--- config.mk ---
export PLATFORM = sky130hd
export DESIGN_NAME = pipelined_control_unit
export DESIGN_NICKNAME = d
export VERILOG_FILES = /design/src/rtl/pipelined_control_unit.sv
export SDC_FILE = /design/constraint.sdc
export NUM_CORES = 1
export LEC_CHECK = 0
export ABC_CLOCK_PERIOD_IN_PS = 4050
export CORE_MARGIN = 1
export CORE_UTILIZATION = 49
export CTS_BUF_LIST = sky130_fd_sc_hd__clkbuf_4 sky130_fd_sc_hd__clkbuf_8
export CTS_CLUSTER_SIZE = 14
export DETAILED_ROUTE_END_ITERATION = 16
export HOLD_SLACK_MARGIN = 0.03
export PLACE_DENSITY = 0.93
export SETUP_SLACK_MARGIN = 0.2
export SLEW_MARGIN = 20
export SYNTH_ARGS = -nofsm -noshare
export SYNTH_HDL_FRONTEND = slang
export SYNTH_SLANG_ARGS = --single-unit
--- constraint.sdc ---
create_clock -name clk -period 4.05 [get_ports clk]
set_input_delay 1.215 -clock clk [delete_from_list [all_inputs] [get_ports clk]]
set_output_delay 1.215 -clock clk [all_outputs]
set_load 0.005 [all_outputs]
--- src/rtl/pipelined_control_unit.sv ---
// pipelined_control_unit
// Control unit for a 5-stage MIPS32 pipeline. Decodes the ID-stage opcode
// into control flags and carries them through the ID/EX, EX/MEM and MEM/WB
// control registers. Detects load-use hazards, generates stall and IF/ID
// flush requests, and squashes ID/EX to a bubble on stalls and taken branches.
//
// Ports:
//   clk, rst          pipeline clock, synchronous active-high reset
//   id_opCode         opcode of the instruction in ID
//   id_rs, id_rt      source register fields of the instruction in ID
//   id_valid          ID holds a real instruction (0 = bubble)
//   ex_branch_taken   EX comparator result (qualified here by branch flags)
//   stall             hold PC and IF/ID (combinational)
//   flush_ifid        replace IF/ID with a bubble at the next edge
//   ex_*              ID/EX control outputs (ALU op, operand select, branch)
//   mem_*             EX/MEM control outputs
//   wb_*              MEM/WB control outputs (link = write PC+8 to $31)
//   stall_count       saturating count of stall cycles
module pipelined_control_unit #(
   parameter int EXT_ISA = 1,
   parameter int REG_W   = 5,
   parameter int CNT_W   = 16
) (
   input  logic             clk,
   input  logic             rst,
   input  logic [5:0]       id_opCode,
   input  logic [REG_W-1:0] id_rs,
   input  logic [REG_W-1:0] id_rt,
   input  logic             id_valid,
   input  logic             ex_branch_taken,
   output logic             stall,
   output logic             flush_ifid,
   output logic [3:0]       ex_aluOp,
   output logic             ex_aluSrc,
   output logic             ex_regDest,
   output logic             ex_branch,
   output logic             ex_branchNe,
   output logic [REG_W-1:0] ex_rt_q,
   output logic             mem_memWrite,
   output logic             mem_memRead,
   output logic             wb_regWrite,
   output logic             wb_memtoReg,
   output logic             wb_link,
   output logic [CNT_W-1:0] stall_count
);

   localparam logic [5:0] OP_R    = 6'b000000;
   localparam logic [5:0] OP_J    = 6'b000010;
   localparam logic [5:0] OP_JAL  = 6'b000011;
   localparam logic [5:0] OP_BEQ  = 6'b000100;
   localparam logic [5:0] OP_BNE  = 6'b000101;
   localparam logic [5:0] OP_ADDI = 6'b001000;
   localparam logic [5:0] OP_SLTI = 6'b001010;
   localparam logic [5:0] OP_ANDI = 6'b001100;
   localparam logic [5:0] OP_ORI  = 6'b001101;
   localparam logic [5:0] OP_LUI  = 6'b001111;
   localparam logic [5:0] OP_LW   = 6'b100011;
   localparam logic [5:0] OP_SW   = 6'b101011;

   localparam logic [3:0] ALU_ADD   = 4'b0000;
   localparam logic [3:0] ALU_SUB   = 4'b0001;
   localparam logic [3:0] ALU_FUNCT = 4'b0010;
   localparam logic [3:0] ALU_AND   = 4'b0011;
   localparam logic [3:0] ALU_OR    = 4'b0100;
   localparam logic [3:0] ALU_SLT   = 4'b0101;
   localparam logic [3:0] ALU_LUI   = 4'b0110;

   typedef struct packed {
      logic       reg_write;
      logic       reg_dest;
      logic       alu_src;
      logic       memto_reg;
      logic       mem_read;
      logic       mem_write;
      logic       branch;
      logic       branch_ne;
      logic       jump;
      logic       link;
      logic [3:0] alu_op;
   } dec_t;

   // Jump is fully resolved in ID, so it is not carried into ID/EX.
   typedef struct packed {
      logic             reg_write;
      logic             reg_dest;
      logic             alu_src;
      logic             memto_reg;
      logic             mem_read;
      logic             mem_write;
      logic             branch;
      logic             branch_ne;
      logic             link;
      logic [3:0]       alu_op;
      logic [REG_W-1:0] rt;
   } idex_t;

   typedef struct packed {
      logic reg_write;
      logic memto_reg;
      logic mem_read;
      logic mem_write;
      logic link;
   } exmem_t;

   typedef struct packed {
      logic reg_write;
      logic memto_reg;
      logic link;
   } memwb_t;

   dec_t             dec;
   logic             known;
   logic             uses_rs;
   logic             uses_rt;
   logic             taken;
   logic             hazard;
   idex_t            idex_reg;
   exmem_t           exmem_reg;
   memwb_t           memwb_reg;
   logic [CNT_W-1:0] count_reg;

   // Opcode decode; unknown opcodes, extension opcodes without EXT_ISA and
   // invalid ID slots all decode to a bubble.
   always_comb begin
      dec     = '0;
      known   = 1'b0;
      uses_rt = 1'b0;
      if (id_valid) begin
         case (id_opCode)
            OP_LW: begin
               known = 1'b1; dec.reg_write = 1'b1; dec.alu_src = 1'b1;
               dec.memto_reg = 1'b1; dec.mem_read = 1'b1; dec.alu_op = ALU_ADD;
            end
            OP_SW: begin
               known = 1'b1; uses_rt = 1'b1; dec.alu_src = 1'b1;
               dec.mem_write = 1'b1; dec.alu_op = ALU_ADD;
            end
            OP_R: begin
               known = 1'b1; uses_rt = 1'b1; dec.reg_write = 1'b1;
               dec.reg_dest = 1'b1; dec.alu_op = ALU_FUNCT;
            end
            OP_ADDI: begin
               known = 1'b1; dec.reg_write = 1'b1; dec.alu_src = 1'b1;
               dec.alu_op = ALU_ADD;
            end
            OP_BEQ: begin
               known = 1'b1; uses_rt = 1'b1; dec.branch = 1'b1;
               dec.alu_op = ALU_SUB;
            end
            OP_J: begin
               known = 1'b1; dec.jump = 1'b1;
            end
            OP_ANDI, OP_ORI, OP_SLTI, OP_LUI: begin
               if (EXT_ISA != 0) begin
                  known = 1'b1; dec.reg_write = 1'b1; dec.alu_src = 1'b1;
                  case (id_opCode)
                     OP_ANDI: dec.alu_op = ALU_AND;
                     OP_ORI:  dec.alu_op = ALU_OR;
                     OP_SLTI: dec.alu_op = ALU_SLT;
                     default: dec.alu_op = ALU_LUI;
                  endcase
               end
            end
            OP_BNE: begin
               if (EXT_ISA != 0) begin
                  known = 1'b1; uses_rt = 1'b1; dec.branch_ne = 1'b1;
                  dec.alu_op = ALU_SUB;
               end
            end
            OP_JAL: begin
               if (EXT_ISA != 0) begin
                  known = 1'b1; dec.jump = 1'b1; dec.reg_write = 1'b1;
                  dec.link = 1'b1;
               end
            end
            default: ;
         endcase
      end
   end

   // Every real instruction except jumps reads rs.
   assign uses_rs = known & ~dec.jump;

   assign taken  = ex_branch_taken & (idex_reg.branch | idex_reg.branch_ne);
   assign hazard = idex_reg.mem_read && (idex_reg.rt != '0) &&
                   ((uses_rs && (idex_reg.rt == id_rs)) ||
                    (uses_rt && (idex_reg.rt == id_rt)));

   // Taken branch outranks the load-use stall; a jump flush yields to both.
   assign stall      = ~rst & hazard & ~taken;
   assign flush_ifid = ~rst & (taken | (dec.jump & ~stall));

   always_ff @(posedge clk) begin
      if (rst) begin
         idex_reg  <= '0;
         exmem_reg <= '0;
         memwb_reg <= '0;
         count_reg <= '0;
      end else begin
         if (taken || stall) begin
            idex_reg <= '0;
         end else begin
            idex_reg.reg_write <= dec.reg_write;
            idex_reg.reg_dest  <= dec.reg_dest;
            idex_reg.alu_src   <= dec.alu_src;
            idex_reg.memto_reg <= dec.memto_reg;
            idex_reg.mem_read  <= dec.mem_read;
            idex_reg.mem_write <= dec.mem_write;
            idex_reg.branch    <= dec.branch;
            idex_reg.branch_ne <= dec.branch_ne;
            idex_reg.link      <= dec.link;
            idex_reg.alu_op    <= dec.alu_op;
            idex_reg.rt        <= known ? id_rt : '0;
         end
         exmem_reg.reg_write <= idex_reg.reg_write;
         exmem_reg.memto_reg <= idex_reg.memto_reg;
         exmem_reg.mem_read  <= idex_reg.mem_read;
         exmem_reg.mem_write <= idex_reg.mem_write;
         exmem_reg.link      <= idex_reg.link;
         memwb_reg.reg_write <= exmem_reg.reg_write;
         memwb_reg.memto_reg <= exmem_reg.memto_reg;
         memwb_reg.link      <= exmem_reg.link;
         if (stall && (count_reg != '1)) begin
            count_reg <= count_reg + CNT_W'(1);
         end
      end
   end

   assign ex_aluOp     = idex_reg.alu_op;
   assign ex_aluSrc    = idex_reg.alu_src;
   assign ex_regDest   = idex_reg.reg_dest;
   assign ex_branch    = idex_reg.branch;
   assign ex_branchNe  = idex_reg.branch_ne;
   assign ex_rt_q      = idex_reg.rt;
   assign mem_memWrite = exmem_reg.mem_write;
   assign mem_memRead  = exmem_reg.mem_read;
   assign wb_regWrite  = memwb_reg.reg_write;
   assign wb_memtoReg  = memwb_reg.memto_reg;
   assign wb_link      = memwb_reg.link;
   assign stall_count  = count_reg;

endmodule

run_1/gates.png
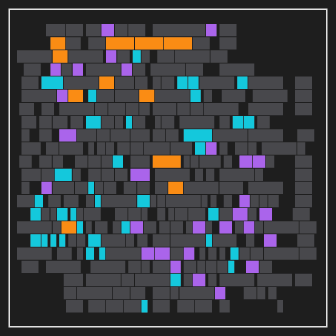
- cyan: nor cells (cells 37)
- purple: and/or cells (cells 28)
- orange: xor and xnor cells (cells 11)
Comb/total area: 0.381
Commonest Layout Cell: dfxtp_1

run_1/closeup.png
The bar under the picture is 10 um long. Window x 4 to 29, y 4 to 29 um. Cells in grey, sequential cells in the stronger grey; small squares are vias.
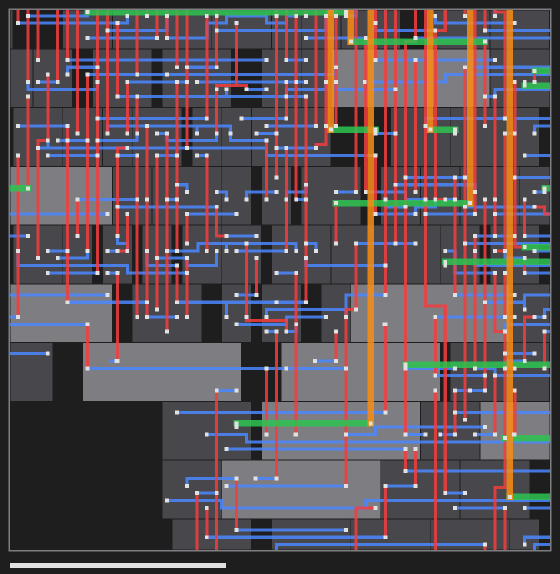
- red: M2
- blue: M1
- green: M3
- orange: M4
- netlist names of flops here include: ex_aluOp (3), stall_count (2)
- cells with their middle in the window: 69
- sequential cells in the window: 8
- most frequent: nor2_1 (9), dfxtp_1 (8), buf_4 (8)

run_1/congestion_map.png
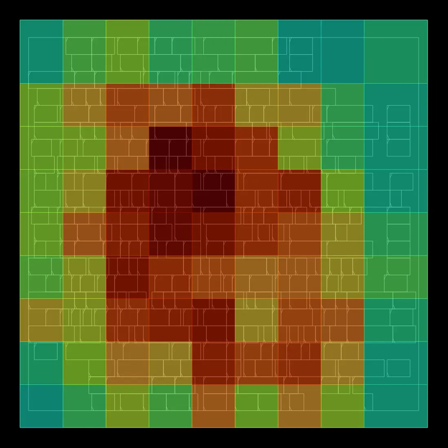
GR Util met2: 0.481
All-Layer GR Usage: 0.293
Most Crowded Layer GR: met2

==> impl_metrics.py, run 1 <==
# Auto-generated metrics
metrics = {
    "finish": {
        "drive_above_1_share": 0.232,
        "antenna_cells": 0,
        "nets": 330,
        "flop_area_um2": 781,
        "layout.cells.non_filler": 358,
        "mi_logic_area_um2": 1100,
    },
    "synth": {
        "synthArstFlopShare": 0,
        "common_cells": "39 x dfxtp_1, 22 x a21oi_1, 12 x nor2_1, 12 x or4_1",
        "synth_flops": 39,
        "syn_inst": 233,
        "synth_seq_share": 0.397,
        "edf_count": 0,
        "simple_gate_area_frac": 0.278,
        "avgSynthCellArea_um2": 8.45,
        "ys_area_um2": 1970,
        "area_leaders": "dfxtp_1 40%, a21oi_1 5.6%, or4_1 4.6%",
        "most_common_cell": "dfxtp_1",
        "ys_cells": 233,
        "ys_sh_adder": 0.00636,
    },
    "sta": {
        "skew_ps": 9.29,
        "rsz0062_at_grt": "true",
        "period_needed_ps": 3820,
        "fmax_mhz": 262,
        "finalHoldViolations": 0,
    },
    "die": {
        "die_width_um": 65.4,
        "row_count": 22,
        "dieArea_um2": 4270,
    },
    "grt": {
        "grt_pass1_wl_um": 9370,
    },
    "clocking": {
        "clockRootBuffer": "clkbuf_8",
        "cts_made_buffers": 5,
        "cts_sinks": 39,
        "clkLatencyLatePin_ps": 300,
        "cts_tree": "yes",
    },
    "detailed_routing": {
        "via_per_inst": 6.01,
        "drt-initial-drc-count": 238,
        "ant_nets": 0,
    },
    "worst_hold_path": {
        "min_path_type": "reg -> reg",
    },
    "critical_path": {
        "crit_buf_inv": 2,
        "path_class": "in -> out",
        "worstPathMaxFanout": 2,
        "path_cells": "buf_2, xnor2_2, nand4_1, or4_4, o21a_4, nor3_4, buf_2",
    },
    "job": {
        "tool_warnings": 27,
    },
    "power_and_ir_drop": {
        "irDropWorstVdd_uv": 199,
        "power_density_nw_per_um2": 280,
    },
    "status": {
        "status": "complete, no violations",
    },
    "place": {
        "dp_hpwl_um": 3390,
    },
}
==> run 1: cells by family after synthesis <==
kind of cell / count (synthesis)
multiplexers: 2
AND/OR/NAND/NOR: 94
AND-OR/OR-AND: 55
buffers and inverters: 30
adder cells (fa/ha/maj): 1
flip-flops: 39
XOR/XNOR: 11
other: 1
==> run 1: layout by cell type, fill, tap and decap left out, drive strengths merged, types with 10 or more instances in the layout <==
cell type	instances
nor2b	10
clkdlybuf4s50	36
nand4	10
o31ai	11
nor2	12
a21oi	22
nand2	11
or4	12
buf	47
dfxtp	39
o21ai	10
==> run 1: through the flow <==
step	setup WS (ps)	cell area, um2	setup TNS, ps	power, mW
floorplan	225	1970	0	0.434
global placement	-457	2570	-667	0.469
detailed placement	-517	2570	-743	0.472
CTS	203	2850	0	0.800
global route	181	2900	0	0.841
finish	230	2900	0	0.813
==> run 1: report_power, final <==
group / internal, mW / total [mW] / switching, mW / leakage [nW]
clock: 0.199 / 0.337 / 0.138 / 0.0612
combinational: 0.0446 / 0.0888 / 0.0442 / 0.694
sequential: 0.385 / 0.387 / 0.00193 / 0.314
==> run 1: final timing paths <==
kind,from,endpoint,slack [ps],cells after the start
worst max-delay path,id_rs[1],stall,230,7
worst min-delay path,exmem_reg[0],wb_link,440,1
worst max register to register,ex_rt_q[3],stall_count[8],1150,9
worst min register to register,exmem_reg[0],wb_link,440,1
==> run 1: layout make-up <==
cell class                 count  area share
multi-input combinational    164       0.381
tap                           48      0.0207
clock inverter                 2      0.0121
clock buffer                   6      0.0285
sequential                    39       0.269
timing repair buffer          93       0.281
inverter                       6     0.00776
==> run 1: worst register-to-register path, cell delays in order (launching register included) <==
cell	delay (ps)
dfxtp_1	460
xnor2_2	150
nand4_1	110
or4_4	540
o21a_4	220
buf_4	120
buf_4	120
buf_4	220
nor3_1	430
mux2_2	390
run_1/port_trees.png
The bar under the picture is 20 um long.
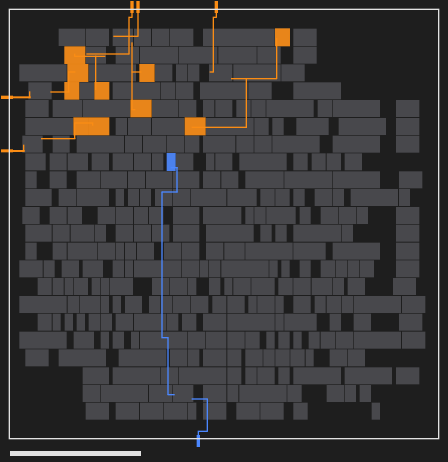

## Run 2: what changed since run 1
==> config.mk (replaced) <==
export PLATFORM = sky130hd
export DESIGN_NAME = pipelined_control_unit
export DESIGN_NICKNAME = d
export VERILOG_FILES = /design/src/rtl/pipelined_control_unit.sv
export SDC_FILE = /design/constraint.sdc
export NUM_CORES = 1
export LEC_CHECK = 0
export ABC_CLOCK_PERIOD_IN_PS = 4900
export CORE_MARGIN = 5
export CORE_UTILIZATION = 50
export CTS_BUF_LIST = sky130_fd_sc_hd__clkbuf_4 sky130_fd_sc_hd__clkbuf_8
export CTS_CLUSTER_SIZE = 14
export DETAILED_ROUTE_END_ITERATION = 16
export HOLD_SLACK_MARGIN = 0.03
export PLACE_DENSITY = 0.94
export SETUP_SLACK_MARGIN = 0.2
export SLEW_MARGIN = 15
export SYNTH_ARGS = -nofsm -noshare
export SYNTH_HDL_FRONTEND = slang
export SYNTH_SLANG_ARGS = --single-unit
==> constraint.sdc (replaced) <==
create_clock -name clk -period 4.9 [get_ports clk]
set_input_delay 1.47 -clock clk [delete_from_list [all_inputs] [get_ports clk]]
set_output_delay 1.47 -clock clk [all_outputs]
set_load 0.005 [all_outputs]
run_2/port_trees.png
The bar under the picture is 20 um long.
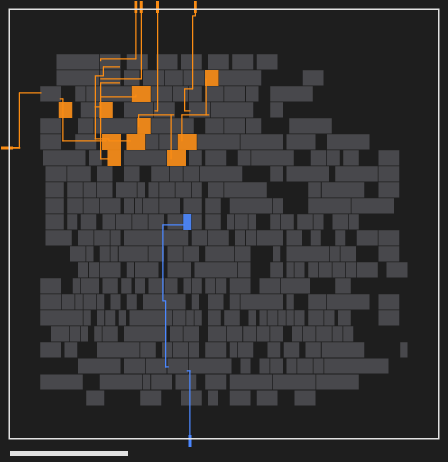
- blue: flush_ifid (bits 1; direction output; edge south; end cells 1; wire 40.2 um)
- orange: id_rt (bits 5; direction input; edge 4 north, 1 west; end cells 10; wire 177 um)

==> run 2 against run 1 <==
Die area increased by 24%. Final cell count fell by 5.3%. Combinational power decreased by 25%. Total power decreased by 13%.
==> impl_metrics.py, run 2 <==
# Auto-generated metrics
metrics = {
    "detailed_routing": {
        "via_per_inst": 5.69,
    },
    "synth": {
        "common_cells": "39 x dfxtp_1, 22 x a21oi_1, 12 x nor2_1, 12 x or4_1",
        "synth_seq_share": 0.397,
        "synthArstFlopShare": 0,
        "edf_count": 0,
        "most_common_cell": "dfxtp_1",
    },
    "finish": {
        "drive_above_1_share": 0.117,
        "antenna_cells": 0,
        "final_cell_mix": "49 x clkdlybuf4s50_1, 39 x dfxtp_1, 22 x a21oi_1",
    },
    "sta": {
        "fin_ws_ps": 243,
        "fmax_mhz": 215,
    },
    "clocking": {
        "cts_tree": "yes",
        "cts_made_buffers": 5,
        "cts_sinks": 39,
        "clockRootBuffer": "clkbuf_8",
    },
    "power_and_ir_drop": {
        "p_int_mw": 0.556,
        "irDropWorstVdd_uv": 145,
        "clock_power_share": 0.455,
        "comb-power_mw": 0.0664,
        "powerSeq_mw": 0.320,
        "switching_share": 0.214,
    },
    "die": {
        "die_width_um": 72.7,
        "dieArea_um2": 5290,
    },
    "grt": {
        "grt_pass1_wl_um": 8420,
        "top_usage_layer": "met2",
        "grt_use_total": 0.201,
    },
    "place": {
        "dp_hpwl_um": 3700,
    },
    "job": {
        "tool_warnings": 26,
    },
    "worst_hold_path": {
        "min_path_type": "reg -> reg",
    },
    "status": {
        "status": "complete, no violations",
    },
    "critical_path": {
        "worstPathMaxFanout": 3,
    },
}
==> run 2: cell counts after synthesis <==
Identical to the previous run, type by type.
==> run 2: cell type report <==
type,instances,area [um2]
well taps,48,60.1
clock inverters,3,67.6
clock buffers,5,68.8
multi-input cells,164,1040
flip-flops and latches,39,781
repair buffers,74,688
inverters,6,22.5
fillers,288,1010
==> run 2: critical path, cell delays in order <==
cell	delay, ps
clkdlybuf4s50_1	520
and4b_1	230
nand2_1	80
a2111o_1	440
o21a_2	150
nor3_2	150
buf_2	150
==> run 2: final timing paths <==
check	startpoint	to	slack, ps	cells after the start
worst min-delay path	idex_reg[9]	exmem_reg[0]	440	1
worst max-delay path	id_opCode[0]	stall	240	7
worst max register to register	stall_count[0]	stall_count[7]	2280	7
worst min register to register	idex_reg[9]	exmem_reg[0]	440	1
==> run 2: stage by stage <==
step	TNS [ps]	hold WS, ps	area (um2)	power (mW)	utilization
floorplan	0	414	1970	0.358	-
global placement	-200	421	2570	0.388	0.686
detailed placement	-236	426	2570	0.391	0.686
CTS	0	443	2720	0.709	0.726
global route	0	464	2730	0.730	0.730
finish	0	441	2730	0.708	0.730
==> run 2: repair_timing <==
item / in CTS / in global routing
hold buffers: 0 / 0
endpoints found under the setup margin: 2 / 2
gates resized: 9 / 3
setup buffers: 1 / 0
pin swaps: 3 / 1
gates cloned: 0 / 0
==> run 2: layer usage <==
layer / routed length [um] / part of all wire
met1: 2100 / 0.40
met2: 2730 / 0.52
met3: 285 / 0.054
met4: 172 / 0.033
met5: 0 / 0
==> run 2: cell families after synthesis <==
kind of cell	Yosys count	synth area share
flops	39	0.397
compound gates	55	0.174
mux	2	0.0108
simple gates	94	0.278
fa+ha+maj	1	0.00636
xor+xnor	11	0.0490
buf+inv	30	0.0833
other cells	1	0.00191
run_2/ff_map.png
The bar under the picture is 20 um long.
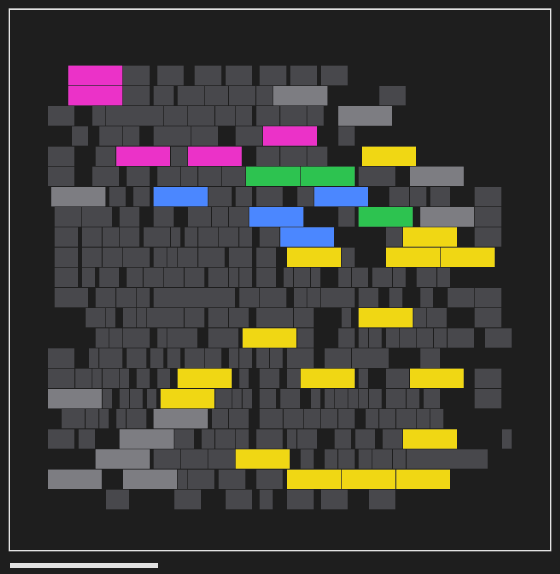

## Run 3: what changed since run 2
--- a/config.mk
+++ b/config.mk
@@ -14,7 +14,9 @@
 export HOLD_SLACK_MARGIN = 0.03
 export PLACE_DENSITY = 0.94
 export SETUP_SLACK_MARGIN = 0.2
+export SKIP_CTS_REPAIR_TIMING = 1
 export SLEW_MARGIN = 15
 export SYNTH_ARGS = -nofsm -noshare
 export SYNTH_HDL_FRONTEND = slang
 export SYNTH_SLANG_ARGS = --single-unit
+export TNS_END_PERCENT = 1
run_3/ff_map.png
The bar under the picture is 20 um long.
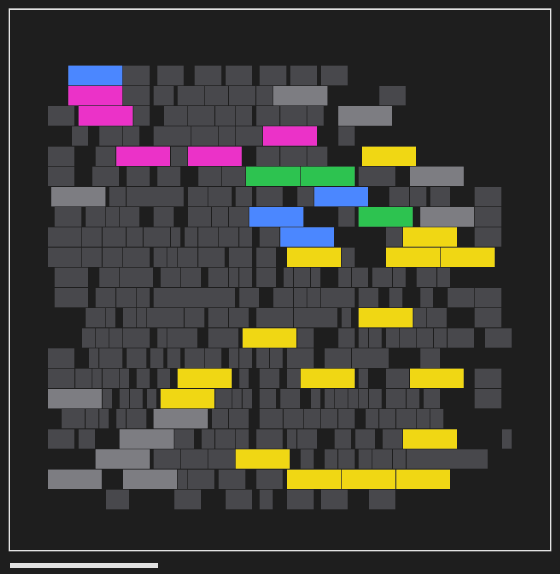
- green: exmem_reg (sequential cells 3)
- magenta: ex_rt_q (sequential cells 5; where north-west)
- blue: idex_reg (sequential cells 4)
- yellow: stall_count (sequential cells 16)
final core occ: 0.735
register area: 781 um2
sequential share of cell area: 0.284

==> run 3 against run 2 <==
Critical endpoint is now flush_ifid. Die area stayed put. Largest power group is now registers. First-iteration DRC count rose by 17%. Highest routed layer unchanged. Register-to-register slack about the same.
==> impl_metrics.py, run 3 <==
# Auto-generated metrics
metrics = {
    "finish": {
        "drive_above_1_share": 0.124,
        "clk_share": 0.0495,
        "layout.cells.non_filler": 339,
        "signal_buffers": 74,
        "logic_gates": 164,
        "final_common_cell": "clkdlybuf4s50_1",
        "antenna_cells": 0,
        "design_area_um2": 2750,
        "nClkBuffers": 5,
        "inverters_excl_clock": 6,
        "comb-cell-share": 0.384,
        "nFillCells": 281,
        "dominant_cells": "multi-input combinational cells",
        "buf_share": 0.253,
    },
    "synth": {
        "edf_count": 0,
        "avgSynthCellArea_um2": 8.45,
        "common_cells": "39 x dfxtp_1, 22 x a21oi_1, 12 x nor2_1, 12 x or4_1",
        "ys_area_um2": 1970,
        "ys_cells": 233,
        "area_leaders": "dfxtp_1 40%, a21oi_1 5.6%, or4_1 4.6%",
        "synth_flops": 39,
        "syn_inst": 233,
        "synthArstFlopShare": 0,
        "most_common_cell": "dfxtp_1",
    },
    "critical_path": {
        "crit_top_cell": "clkdlybuf4s50_1",
        "path_cells": "clkdlybuf4s50_1, nor4_4, buf_4, a21oi_1, nor2_1, clkdlybuf4s50_1",
        "worstPathMaxFanout": 4,
        "crit_buf_inv": 3,
        "critPathTopFamily": "buffers and inverters",
    },
    "power_and_ir_drop": {
        "irDropWorstVdd_uv": 147,
    },
    "status": {
        "status": "complete, no violations",
    },
    "sta": {
        "holdWs_ps": 437,
        "fmax_mhz": 215,
        "period_needed_ps": 4650,
        "skew_ps": 4.69,
        "rsz0062_at_grt": "true",
        "fin_ws_ps": 249,
        "finalHoldViolations": 0,
    },
    "die": {
        "row_count": 22,
        "dieArea_um2": 5290,
    },
    "place": {
        "place_area_um2": 2570,
        "place_ws_ps": -236,
        "dp_hpwl_um": 3700,
    },
    "detailed_routing": {
        "via_per_inst": 5.73,
        "ant_nets": 0,
    },
    "clocking": {
        "cts_tree": "yes",
        "clockRootBuffer": "clkbuf_8",
        "cts_made_buffers": 5,
    },
    "grt": {
        "grt_pass1_wl_um": 8230,
        "grt_use_total": 0.195,
    },
}
run 3: netlist changes by cell type in the layout (fill, tap and decap cells not counted), sizes merged:
cell,change
dlymetal6s2s,+3
dlygate4sd2,-3
clkbuf,+1
buf,-1
run 3: final timing paths:
kind               endpoint  slack [ps]            from  depth (start not counted)
min            exmem_reg[0]         440     idex_reg[9]                          1
max reg2reg  stall_count[7]        2290  stall_count[0]                          7
min reg2reg    exmem_reg[0]         440     idex_reg[9]                          1
max              flush_ifid         250    id_opCode[4]                          6
run 3: per-layer routing:
metal	part of all wire	global-route usage
met5	0	0
met4	0.031	0.0820
met3	0.061	0.0565
met2	0.52	0.344
met1	0.39	0.219
run 3: where the power goes:
part	switching (mW)	internal [mW]	total [mW]
combinational	0.0314	0.0354	0.0669
sequential	0.00128	0.318	0.320
clock	0.117	0.203	0.320
total	0.150	0.557	0.707
run 3: cell families (layout without fill, tap and decap cells):
group / after synthesis / in the layout / synth area share
and+or+nand+nor: 94 / 94 / 0.278
AOI/OAI and AO/OA: 55 / 55 / 0.174
DFF: 39 / 39 / 0.397
buffers and inverters: 30 / 88 / 0.0833
xor gates and xnor gates: 11 / 11 / 0.0490
muxes: 2 / 2 / 0.0108
adders and majority gates: 1 / 1 / 0.00636
other: 1 / 1 / 0.00191
run 3: per-stage QoR:
stage | total power [mW] | setup TNS, ps
final | 0.707 | 0
after global placement | 0.388 | -200
after detailed placement | 0.391 | -236
after CTS | 0.709 | -279
after floorplan | 0.358 | 0
after global routing | 0.730 | 0
Power and IR drop assume default switching activity.
